==> config.mk <==
export PLATFORM = sky130hd
export DESIGN_NAME = fifo_param_flat
export DESIGN_NICKNAME = d
export VERILOG_FILES = /design/src/rtl/fifo_param_if.sv /design/src/rtl/fifo_param.sv /design/src/flat_wrapper.sv
export SDC_FILE = /design/constraint.sdc
export NUM_CORES = 1
export LEC_CHECK = 0
export ABC_AREA = 1
export CAP_MARGIN = 20
export CELL_PAD_IN_SITES_DETAIL_PLACEMENT = 0
export CELL_PAD_IN_SITES_GLOBAL_PLACEMENT = 1
export CORE_UTILIZATION = 50
export DETAILED_ROUTE_END_ITERATION = 10
export DONT_BUFFER_PORTS = 1
export PLACE_DENSITY_LB_ADDON = 0.1
export SETUP_SLACK_MARGIN = 0.1
export SLEW_MARGIN = 30
export SYNTH_ARGS = -nofsm -noshare
export SYNTH_HDL_FRONTEND = slang
export SYNTH_SLANG_ARGS = --single-unit
==> constraint.sdc <==
create_clock -name clk -period 3 [get_ports clk]
set_input_delay 0.3 -clock clk [delete_from_list [all_inputs] [get_ports clk]]
set_output_delay 0.3 -clock clk [all_outputs]
set_load 0.005 [all_outputs]
==> src/rtl/fifo_param_if.sv <==
// Handshake and status bundle between a FIFO and its producer/consumer.
// The master modport belongs to the producer/consumer side; the slave modport
// belongs to the FIFO itself.
interface fifo_param_if #(
    parameter int DATA_WIDTH = 8,
    parameter int ADDR_WIDTH = 3
);
    logic                  Enable;
    logic                  write_enable;
    logic                  read_enable;
    logic [DATA_WIDTH-1:0] FIFO_data_in;
    logic [DATA_WIDTH-1:0] FIFO_data_out;
    logic                  FIFO_valid;
    logic [ADDR_WIDTH:0]   FIFO_count;
    logic                  FIFO_empty;
    logic                  FIFO_full;
    logic                  FIFO_almost_empty;
    logic                  FIFO_almost_full;
    logic                  FIFO_overflow;
    logic                  FIFO_underflow;

    modport master (
        output Enable, write_enable, read_enable, FIFO_data_in,
        input  FIFO_data_out, FIFO_valid, FIFO_count, FIFO_empty, FIFO_full,
               FIFO_almost_empty, FIFO_almost_full, FIFO_overflow, FIFO_underflow
    );

    modport slave (
        input  Enable, write_enable, read_enable, FIFO_data_in,
        output FIFO_data_out, FIFO_valid, FIFO_count, FIFO_empty, FIFO_full,
               FIFO_almost_empty, FIFO_almost_full, FIFO_overflow, FIFO_underflow
    );
endinterface

==> src/rtl/fifo_param.sv <==
// Parametrised single-clock FIFO with registered read data, explicit occupancy
// count, almost-full/almost-empty thresholds and sticky overflow/underflow flags.
// Full/empty are decoded from the occupancy counter, never from the pointers.
module fifo_param #(
    parameter int DATA_WIDTH      = 8,
    parameter int ADDR_WIDTH      = 3,
    parameter int ALMOST_FULL_TH  = 6,
    parameter int ALMOST_EMPTY_TH = 2
) (
    input  logic         clk,
    input  logic         Reset,
    fifo_param_if.slave  fifo_bus
);
    localparam int DEPTH = 2 ** ADDR_WIDTH;
    localparam logic [ADDR_WIDTH:0] DEPTH_CNT = (ADDR_WIDTH + 1)'(DEPTH);
    localparam logic [ADDR_WIDTH:0] AF_TH     = (ADDR_WIDTH + 1)'(ALMOST_FULL_TH);
    localparam logic [ADDR_WIDTH:0] AE_TH     = (ADDR_WIDTH + 1)'(ALMOST_EMPTY_TH);

    logic [DATA_WIDTH-1:0] r_mem [DEPTH];
    logic [ADDR_WIDTH-1:0] r_wr_ptr;
    logic [ADDR_WIDTH-1:0] r_rd_ptr;
    logic [ADDR_WIDTH:0]   r_count;
    logic [DATA_WIDTH-1:0] r_data_out;
    logic                  r_valid;
    logic                  r_overflow;
    logic                  r_underflow;

    logic w_empty;
    logic w_full;
    logic w_rd_acc;
    logic w_wr_acc;
    logic w_ovf_evt;
    logic w_udf_evt;

    // Status decodes of the registered count plus accept/error qualification.
    // A write into a full FIFO is allowed when a read frees a slot on the same edge.
    always_comb begin
        w_empty   = (r_count == '0);
        w_full    = (r_count == DEPTH_CNT);
        w_rd_acc  = fifo_bus.Enable & fifo_bus.read_enable & ~w_empty;
        w_wr_acc  = fifo_bus.Enable & fifo_bus.write_enable & (~w_full | w_rd_acc);
        w_ovf_evt = fifo_bus.Enable & fifo_bus.write_enable & w_full & ~w_rd_acc;
        w_udf_evt = fifo_bus.Enable & fifo_bus.read_enable & w_empty;
    end

    // Storage array; deliberately not cleared by reset, but a write on the reset edge is dropped.
    always_ff @(posedge clk) begin
        if (!Reset && w_wr_acc) begin
            r_mem[r_wr_ptr] <= fifo_bus.FIFO_data_in;
        end
    end

    // Pointers, occupancy, read data register and sticky error flags.
    always_ff @(posedge clk) begin
        if (Reset) begin
            r_wr_ptr    <= '0;
            r_rd_ptr    <= '0;
            r_count     <= '0;
            r_data_out  <= '0;
            r_valid     <= 1'b0;
            r_overflow  <= 1'b0;
            r_underflow <= 1'b0;
        end else begin
            r_valid <= w_rd_acc;
            if (w_wr_acc) begin
                r_wr_ptr <= r_wr_ptr + ADDR_WIDTH'(1);
            end
            if (w_rd_acc) begin
                r_data_out <= r_mem[r_rd_ptr];
                r_rd_ptr   <= r_rd_ptr + ADDR_WIDTH'(1);
            end
            case ({w_wr_acc, w_rd_acc})
                2'b10:   r_count <= r_count + (ADDR_WIDTH + 1)'(1);
                2'b01:   r_count <= r_count - (ADDR_WIDTH + 1)'(1);
                default: r_count <= r_count;
            endcase
            if (w_ovf_evt) begin
                r_overflow <= 1'b1;
            end
            if (w_udf_evt) begin
                r_underflow <= 1'b1;
            end
        end
    end

    // Drive the bundle outputs.
    always_comb begin
        fifo_bus.FIFO_data_out     = r_data_out;
        fifo_bus.FIFO_valid        = r_valid;
        fifo_bus.FIFO_count        = r_count;
        fifo_bus.FIFO_empty        = w_empty;
        fifo_bus.FIFO_full         = w_full;
        fifo_bus.FIFO_almost_empty = (r_count <= AE_TH);
        fifo_bus.FIFO_almost_full  = (r_count >= AF_TH);
        fifo_bus.FIFO_overflow     = r_overflow;
        fifo_bus.FIFO_underflow    = r_underflow;
    end
endmodule

==> src/flat_wrapper.sv <==
// flat-port wrapper written by rule: the top's interface ports become plain ports
module fifo_param_flat 
#(
    parameter int DATA_WIDTH      = 8,
    parameter int ADDR_WIDTH      = 3,
    parameter int ALMOST_FULL_TH  = 6,
    parameter int ALMOST_EMPTY_TH = 2
)
  (clk, Reset, fifo_bus_Enable, fifo_bus_write_enable, fifo_bus_read_enable, fifo_bus_FIFO_data_in, fifo_bus_FIFO_data_out, fifo_bus_FIFO_valid, fifo_bus_FIFO_count, fifo_bus_FIFO_empty, fifo_bus_FIFO_full, fifo_bus_FIFO_almost_empty, fifo_bus_FIFO_almost_full, fifo_bus_FIFO_overflow, fifo_bus_FIFO_underflow);
  fifo_param_if #(.DATA_WIDTH(DATA_WIDTH), .ADDR_WIDTH(ADDR_WIDTH)) fifo_bus_i ();
  input  logic clk;
  input  logic Reset;
  input wire logic [$bits(fifo_bus_i.Enable)-1:0] fifo_bus_Enable;
  input wire logic [$bits(fifo_bus_i.write_enable)-1:0] fifo_bus_write_enable;
  input wire logic [$bits(fifo_bus_i.read_enable)-1:0] fifo_bus_read_enable;
  input wire logic [$bits(fifo_bus_i.FIFO_data_in)-1:0] fifo_bus_FIFO_data_in;
  output wire logic [$bits(fifo_bus_i.FIFO_data_out)-1:0] fifo_bus_FIFO_data_out;
  output wire logic [$bits(fifo_bus_i.FIFO_valid)-1:0] fifo_bus_FIFO_valid;
  output wire logic [$bits(fifo_bus_i.FIFO_count)-1:0] fifo_bus_FIFO_count;
  output wire logic [$bits(fifo_bus_i.FIFO_empty)-1:0] fifo_bus_FIFO_empty;
  output wire logic [$bits(fifo_bus_i.FIFO_full)-1:0] fifo_bus_FIFO_full;
  output wire logic [$bits(fifo_bus_i.FIFO_almost_empty)-1:0] fifo_bus_FIFO_almost_empty;
  output wire logic [$bits(fifo_bus_i.FIFO_almost_full)-1:0] fifo_bus_FIFO_almost_full;
  output wire logic [$bits(fifo_bus_i.FIFO_overflow)-1:0] fifo_bus_FIFO_overflow;
  output wire logic [$bits(fifo_bus_i.FIFO_underflow)-1:0] fifo_bus_FIFO_underflow;
  assign fifo_bus_i.Enable = fifo_bus_Enable;
  assign fifo_bus_i.write_enable = fifo_bus_write_enable;
  assign fifo_bus_i.read_enable = fifo_bus_read_enable;
  assign fifo_bus_i.FIFO_data_in = fifo_bus_FIFO_data_in;
  assign fifo_bus_FIFO_data_out = fifo_bus_i.FIFO_data_out;
  assign fifo_bus_FIFO_valid = fifo_bus_i.FIFO_valid;
  assign fifo_bus_FIFO_count = fifo_bus_i.FIFO_count;
  assign fifo_bus_FIFO_empty = fifo_bus_i.FIFO_empty;
  assign fifo_bus_FIFO_full = fifo_bus_i.FIFO_full;
  assign fifo_bus_FIFO_almost_empty = fifo_bus_i.FIFO_almost_empty;
  assign fifo_bus_FIFO_almost_full = fifo_bus_i.FIFO_almost_full;
  assign fifo_bus_FIFO_overflow = fifo_bus_i.FIFO_overflow;
  assign fifo_bus_FIFO_underflow = fifo_bus_i.FIFO_underflow;
  fifo_param #(.DATA_WIDTH(DATA_WIDTH), .ADDR_WIDTH(ADDR_WIDTH), .ALMOST_FULL_TH(ALMOST_FULL_TH), .ALMOST_EMPTY_TH(ALMOST_EMPTY_TH)) u_core (.clk(clk), .Reset(Reset), .fifo_bus(fifo_bus_i));
endmodule
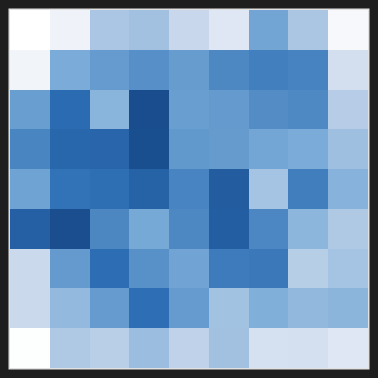
Figure 1: run 1, cell density map.
(4 px per um) The die is cut into 9 by 9 equal tiles; white is low, dark blue is high, 0 to 100% covered.
fullest tile: 89%
tiles over 75% full: 14%
mean over tiles: 50%
nearly empty tiles: 2.5%
core box area: 7330 um^2
Pre-Place Util: 52.2%
Final Util: 55.9%

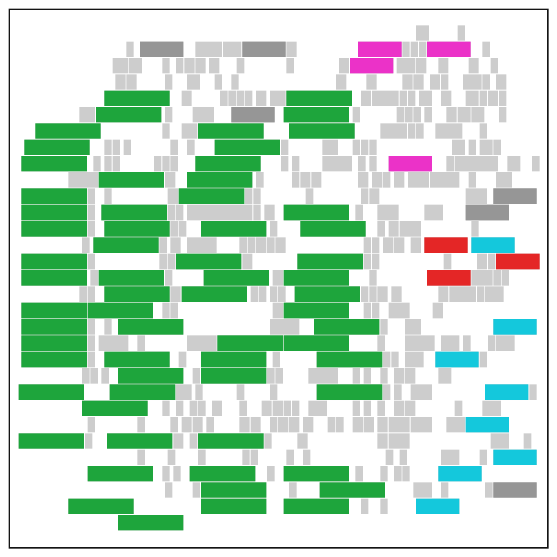
Figure 2: run 1, where the registers sit.
(6 px per um) Other sequential cells in the stronger grey, the rest of the logic in the fainter grey.
legend:
  cyan:
    name_in_the_netlist: `u_core.fifo_bus.FIFO_data_out`
    sequential_cells: 8
  red:
    name_in_the_netlist: `u_core.r_rd_ptr`
    sequential_cells: 3
  magenta:
    name_in_the_netlist: `u_core.fifo_bus.FIFO_count`
    sequential_cells: 4
    where: upper right
  green:
    name_in_the_netlist: `u_core.r_mem`
    sequential_cells: 64
not coloured: 6
fraction of area in registers: 57.2%
P_seq: 0.00135 W
Register Area: 2340 um^2

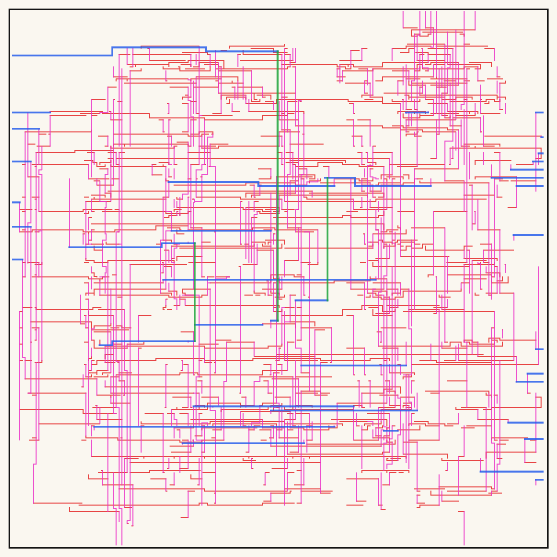
Figure 3: run 1, wiring by layer.
(6 px per um)
legend:
  magenta:
    layer: met2
    wire_length: 3230 um
  red:
    layer: met1
    wire_length: 3430 um
  green:
    layer: met4
    wire_length: 81.6 um
  blue:
    layer: met3
    wire_length: 410 um
wire per inst: 14.4 um
via count: 2491
Total Wirelength: 7.15 mm
Tot GR Track Use: 20.2%

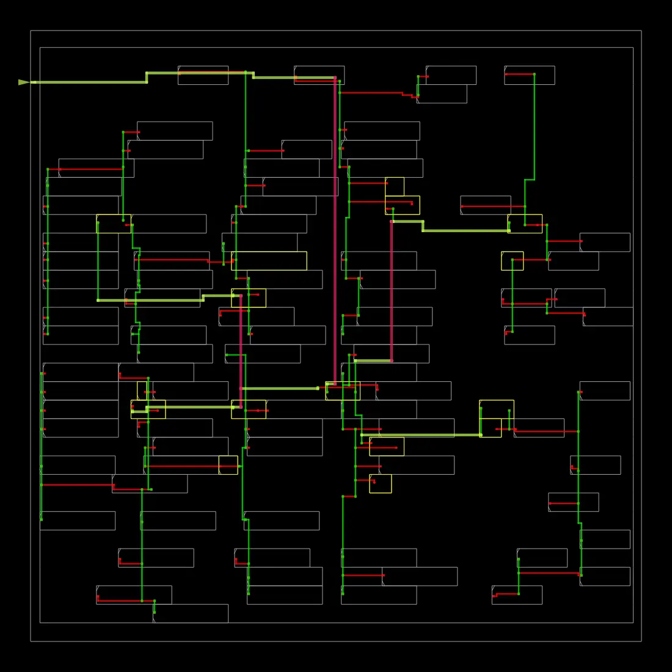
Figure 4: run 1, clock nets.
flip-flops: 85
clk pwr: 0.000797 W
clkbuf count: 10
TritonCTS Buffers: 9
worst skew pair latency: 0.35 ns

==> results.toml, run 1 <==
# synthesis and place-and-route metrics
[status]
status = "finished clean"

[timing]
holdWs_ns = 0.0414
tightest_slew_ns = 0.707
setup_viol = 0
fin_tns_setup_ns = 0
finalCriticalPeriod_ns = 2.12
rsz0062_at_grt = "no"
period_used_pct = 70.7
skew_ns = 0.00644
hold_violations = 0
maxSlewViolCount = 0
relSlewSlack_pct = 52.8

[synth]
async_flop_share_pct = 0
yosysSeqAreaShare_pct = 61.2
yosys-top-cells-area = "edfxtp_1 50%, dfxtp_1 11%, nand2_1 10%, inv_1 6.3%, nand3_1 5.7%"
synth_area_um2 = 3830
synth_top_area_share_pct = 50.2
synth-edff-count = 64
top_cell = "nand2_1"
top_cells_by_count = "102 x nand2_1, 64 x edfxtp_1, 64 x inv_1, 44 x nand3_1, 21 x dfxtp_1"
synth_top_flop_cell = "edfxtp_1"
yosys.area.top_type = "edfxtp_1"
ys.flops = 85
syn_nets = 409

[global_routing]
grt_pass1_wl_mm = 11.3
grt_max_degree = 33
grtUsageMet1_pct = 28.8
use_met3_pct = 5.36
antenna_found_initial = 0
grt_remaining_overflow = 0

[critical_path]
cp-end-kind = "register"
path_cells = "nor2_2, nand2_2, inv_4, nor2_8, ha_1, nand2_1, inv_1, nor2_1, ha_1, a21oi_1, xnor2_1, o21ai_0, inv_1"
timing.rr.end = "u_core.fifo_bus.FIFO_count[2]"
reg2reg_from = "u_core.fifo_bus.FIFO_count[1]"
worst-path-stages = 13
crit_path_start = "u_core.fifo_bus.FIFO_count[1]"
crit_end = "u_core.fifo_bus.FIFO_count[2]"
path_delay_family = "simple AND/OR/NAND/NOR gates"
r2r_slack_ns = 0.88
reg2reg_depth = 13
critical-path-max-stage-delay_ns = 0.48
required_ns = 3.24
start_kind = "register"
cp.buffers_inverters = 3
critPathSlowestCell = "dfxtp_1"

[layout]
comb_share_pct = 27.3
drive_gt1_share_pct = 12.8
diodes = 0
mi_logic_area_um2 = 1120
nets = 411
dominant_cells = "registers"
nFillCells = 656

[placement]
io_buffers = 0
gp_congestion = 0.757
dp_cells = 480

[floorplan]
fp.dieW_um = 89.5
die-area_um2 = 8010

[power_and_ir_drop]
switchingPower_w = 0.000679
p_comb_w = 0.000326
power_density_nw_per_um2 = 605
total_power_w = 0.00248
switching_share_pct = 27.4
leakagePower_nw = 1.69
combPwrFrac_pct = 13.1
power-top-group = "registers"
peakVddDrop_uv = 427
pwr-share-clk_pct = 32.2
seq_power_share_pct = 54.7

[drt]
ant_nets = 0
wl_met1_mm = 3.43
dr.first_iter.drc_count = 159
drc = 0
wl_met2_mm = 3.23
avgViaCountPerCell = 5.01
route.met3.wl_um = 410

[flow_run]
maxCapViolCount = 0
tool_warnings = 27

[clock_network]
cts_tree = "yes"
clockBufferDepth = 2
postCtsHoldBufs = 1
cts.htree.levels = 3
cts_root_buffer = "clkbuf_8"
clk_pin_slew_ns = 0.09
cts_resized = 0

[worst_hold_path]
hold_end = "u_core.r_mem[5][1]"
hp-class = "input pin to register"
worstHoldStart = "fifo_bus_FIFO_data_in[1]"
==> run 1: worst reg2reg max path, cell delays in order, from the launching register on <==
cell and delay, ns:
dfxtp_1 0.48, nor2_2 0.08, nand2_2 0.09, inv_4 0.06, nor2_8 0.23, ha_1 0.26, nand2_1 0.07, inv_1 0.07
nor2_1 0.05, ha_1 0.17, a21oi_1 0.14, xnor2_1 0.08, o21ai_0 0.15, inv_1 0.07
==> run 1: logic make-up (layout without fill, tap and decap cells) <==
kind of cell             after synthesis  count (layout)  synth area share (%)
XOR/XNOR                               3               3                 0.686
adder cells (fa/ha/maj)                5               5                  1.63
flip-flops                            85              85                  61.2
AND-OR/OR-AND                         28              28                  4.51
buffers and inverters                 85              92                  9.67
AND/OR/NAND/NOR                      185             185                  22.3
==> run 1: per-stage QoR <==
step	utilization, %	instance area [um^2]
2_1_floorplan	-	3830
5_1_grt	55.9	4100
3_3_place_gp	53.0	3890
6_report	55.9	4100
3_5_place_dp	53.0	3890
4_1_cts	55.9	4100
==> run 1: placed cells by master (no fill, tap or decap), types with 2 or more instances in the layout <==
cell	n
o21ai_0	9
a21oi_2	8
nand3_1	44
ha_1	5
inv_4	2
nor2_1	15
inv_1	64
a21oi_1	9
dfxtp_1	21
buf_4	5
edfxtp_1	64
nor3_1	4
xnor2_1	2
inv_2	3
inv_6	2
clkbuf_8	9
nand3_2	9
nand2_2	4
clkinvlp_4	2
nor2_2	2
nand2_1	102
==> run 1: sequential cells by signal, summed over array words and instances, names as in the netlist <==
register / count
u_core.r_mem: 64
u_core.fifo_bus.FIFO_count: 4
u_core.r_rd_ptr: 3
u_core.fifo_bus.FIFO_valid: 1
u_core.fifo_bus.FIFO_data_out: 8
u_core.fifo_bus.FIFO_overflow: 1
u_core.fifo_bus.FIFO_underflow: 1
u_core.r_wr_ptr: 3
## Run 2: what changed since run 1
- CORE_UTILIZATION: 50 -> 44
- clock period: 3 -> 1.8 ns (I/O delays scaled with it)
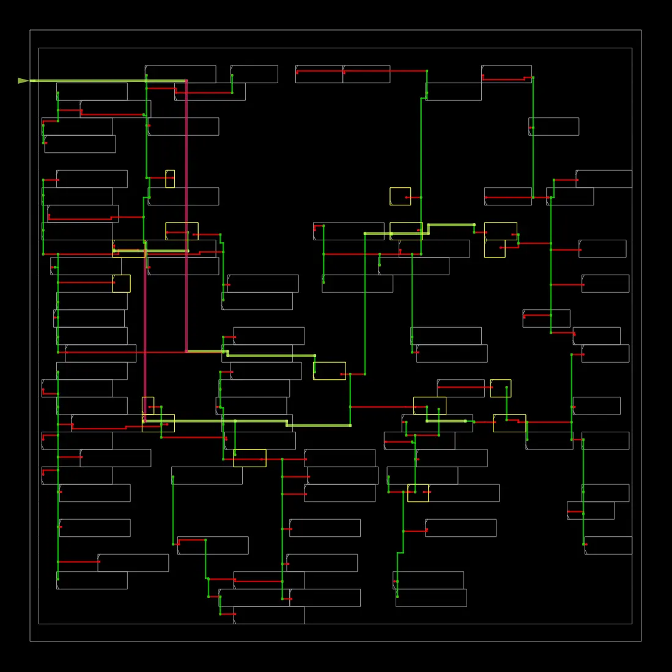
Figure 5: run 2, clock nets.
Worst Clk Skew: 0.0137 ns
Sink Count: 85
clk pwr: 0.00121 W

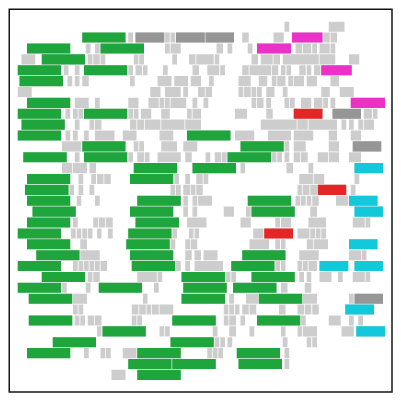
Figure 6: run 2, where the registers sit.
(4 px per um) Other sequential cells in the stronger grey, the rest of the logic in the fainter grey.
legend:
  magenta:
    name_in_the_netlist: `u_core.fifo_bus.FIFO_count`
    sequential_cells: 4
    where: upper right
  green:
    name_in_the_netlist: `u_core.r_mem`
    sequential_cells: 64
  red:
    name_in_the_netlist: `u_core.r_rd_ptr`
    sequential_cells: 3
  cyan:
    name_in_the_netlist: `u_core.fifo_bus.FIFO_data_out`
    sequential_cells: 8
not coloured: 6
Final Util: 53.7%
fraction of area in registers: 52.8%
P_seq: 0.00224 W

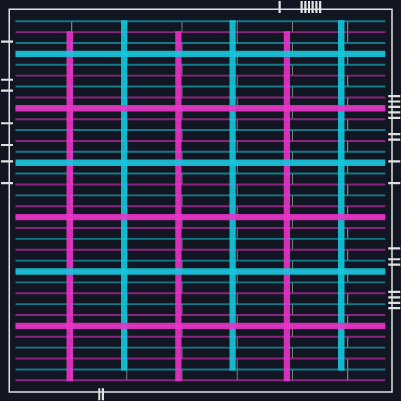
Figure 7: run 2, PDN straps and rails.
(4 px per um) Pins as bars on the die edge. Tap cells in grey.
legend:
  magenta:
    net: VSS
  cyan:
    net: VDD
met5 straps: 6
rows: 33
core box area: 8300 um^2
chip width: 95.3 um

==> run 2 against run 1 <==
Net effect:
- power increased by 70%
- highest routed layer unchanged
- worst setup slack lost 0.79 ns
- largest power group unchanged
- critical path depth did not move
==> results.toml, run 2 <==
# synthesis and place-and-route metrics
[timing]
period_used_pct = 94.8
finalCriticalPeriod_ns = 1.71
setup_viol = 0
hold_violations = 0
holdWs_ns = 0.112
rsz0062_at_grt = "yes"
maxSlewViolCount = 0
tightest_slew_ns = 0.688

[drt]
wl_met1_mm = 3.85
dr.first_iter.drc_count = 97
wl_per_cell_um = 15.4
wl_met2_mm = 3.78
avgViaCountPerCell = 4.84
ant_nets = 0
wirelength_mm = 8.23

[synth]
synth_area_um2 = 3830
synth_top_flop_cell = "edfxtp_1"
yosys-top-cells-area = "edfxtp_1 50%, dfxtp_1 11%, nand2_1 10%, inv_1 6.3%, nand3_1 5.7%"
ys.flops = 85
synth-edff-count = 64
top_cell = "nand2_1"
top_cells_by_count = "102 x nand2_1, 64 x edfxtp_1, 64 x inv_1, 44 x nand3_1, 21 x dfxtp_1"
async_flop_share_pct = 0
syn_nets = 409
synth_top_area_share_pct = 50.2

[critical_path]
timing.rr.end = "u_core.fifo_bus.FIFO_count[2]"
reg2reg_depth = 13
r2r_slack_ns = 0.09
reg2reg_from = "u_core.fifo_bus.FIFO_count[2]"
critical-path-max-stage-delay_ns = 0.38
start_kind = "register"
required_ns = 2.05
path_cells = "nor2_4, nand2_2, inv_4, nor2_8, ha_4, nand2_2, inv_2, nor2_2, ha_2, a21oi_2, xnor2_1, o21ai_1, inv_1"

[placement]
io_buffers = 0
dp_cells = 505
post_dp_cell_area_um2 = 4060
gp_congestion = 0.813

[layout]
final_cell_mix = "101 x nand2_1, 64 x edfxtp_1, 62 x inv_1"
nFillCells = 758
comb_share_pct = 27.1
top_register = "u_core.r_mem"
seq_cell_count = 85
nClkBuffers = 10
largest_reg_flops = 64
fin_area_um2 = 4460
lay_top_count = "nand2_1"
mi_logic_area_um2 = 1210
dominant_cells = "registers"

[flow_run]
maxCapViolCount = 0
tool_warnings = 30

[clock_network]
cts.htree.levels = 3
clockBufferDepth = 2
numCtsBuffers = 9
clk_pin_slew_ns = 0.09
cts_root_buffer = "clkbuf_8"
insertion_delay_ns = 0.35
cts_tree = "yes"

[power_and_ir_drop]
power_density_nw_per_um2 = 947
leakagePower_nw = 1.86
peakVddDrop_uv = 568
total_power_w = 0.00422

[global_routing]
grt_remaining_overflow = 0
antenna_found_initial = 1
grt_pass1_wl_mm = 12.7

[floorplan]
die-area_um2 = 9080
fp_util_pct = 46.1

[worst_hold_path]
hold_end = "u_core.fifo_bus.FIFO_overflow"

[status]
status = "finished clean"
-- run 2: power by group --
group | internal [W] | switching, W | leakage [nW]
Clock | 0.000514 | 0.000695 | 0.0873
Combinational | 0.000307 | 0.000468 | 1.02
Sequential | 0.00217 | 0.0000662 | 0.750
Total | 0.00299 | 0.00123 | 1.86
-- run 2: worst max-delay path by stage --
stage                                        startpoint                             to  cells after the start
after floorplan           u_core.fifo_bus.FIFO_count[1]  u_core.fifo_bus.FIFO_count[2]                     14
after global placement    u_core.fifo_bus.FIFO_count[1]  u_core.fifo_bus.FIFO_count[2]                     12
after detailed placement  u_core.fifo_bus.FIFO_count[2]  u_core.fifo_bus.FIFO_count[2]                     12
after CTS                 u_core.fifo_bus.FIFO_count[3]  u_core.fifo_bus.FIFO_count[2]                     13
after global routing      u_core.fifo_bus.FIFO_count[2]  u_core.fifo_bus.FIFO_count[2]                     13
final                     u_core.fifo_bus.FIFO_count[2]  u_core.fifo_bus.FIFO_count[2]                     13
-- run 2: timing repair --
action,4_1_cts,5_1_grt
hold buffers,9,0
setup buffers,0,3
endpoints found under the hold margin,77,0
gates resized,7,21
endpoints found under the setup margin,9,33
pin swaps,0,11
-- run 2: critical path: cells and delay by family (launching register included) --
family	cells	cell delay [ns]
DFF	1	0.38
buffers and inverters	3	0.16
adders and majority gates	2	0.36
AOI/OAI and AO/OA	2	0.17
xor gates and xnor gates	1	0.12
and+or+nand+nor	5	0.41
-- run 2: kinds of logic after synthesis --
kind of cell	share of synthesized area [%]
AND-OR/OR-AND	4.51
adder cells (fa/ha/maj)	1.63
flip-flops	61.2
buffers and inverters	9.67
AND/OR/NAND/NOR	22.3
XOR/XNOR	0.686
-- run 2: metal layers --
layer	track usage [%]	vias up
met2	29.8	62
li1	-	1330
met3	5.90	10
met5	0	-
met4	7.20	0
met1	27.1	1185
No activity file was given, so power comes from the tool's default toggle rates.
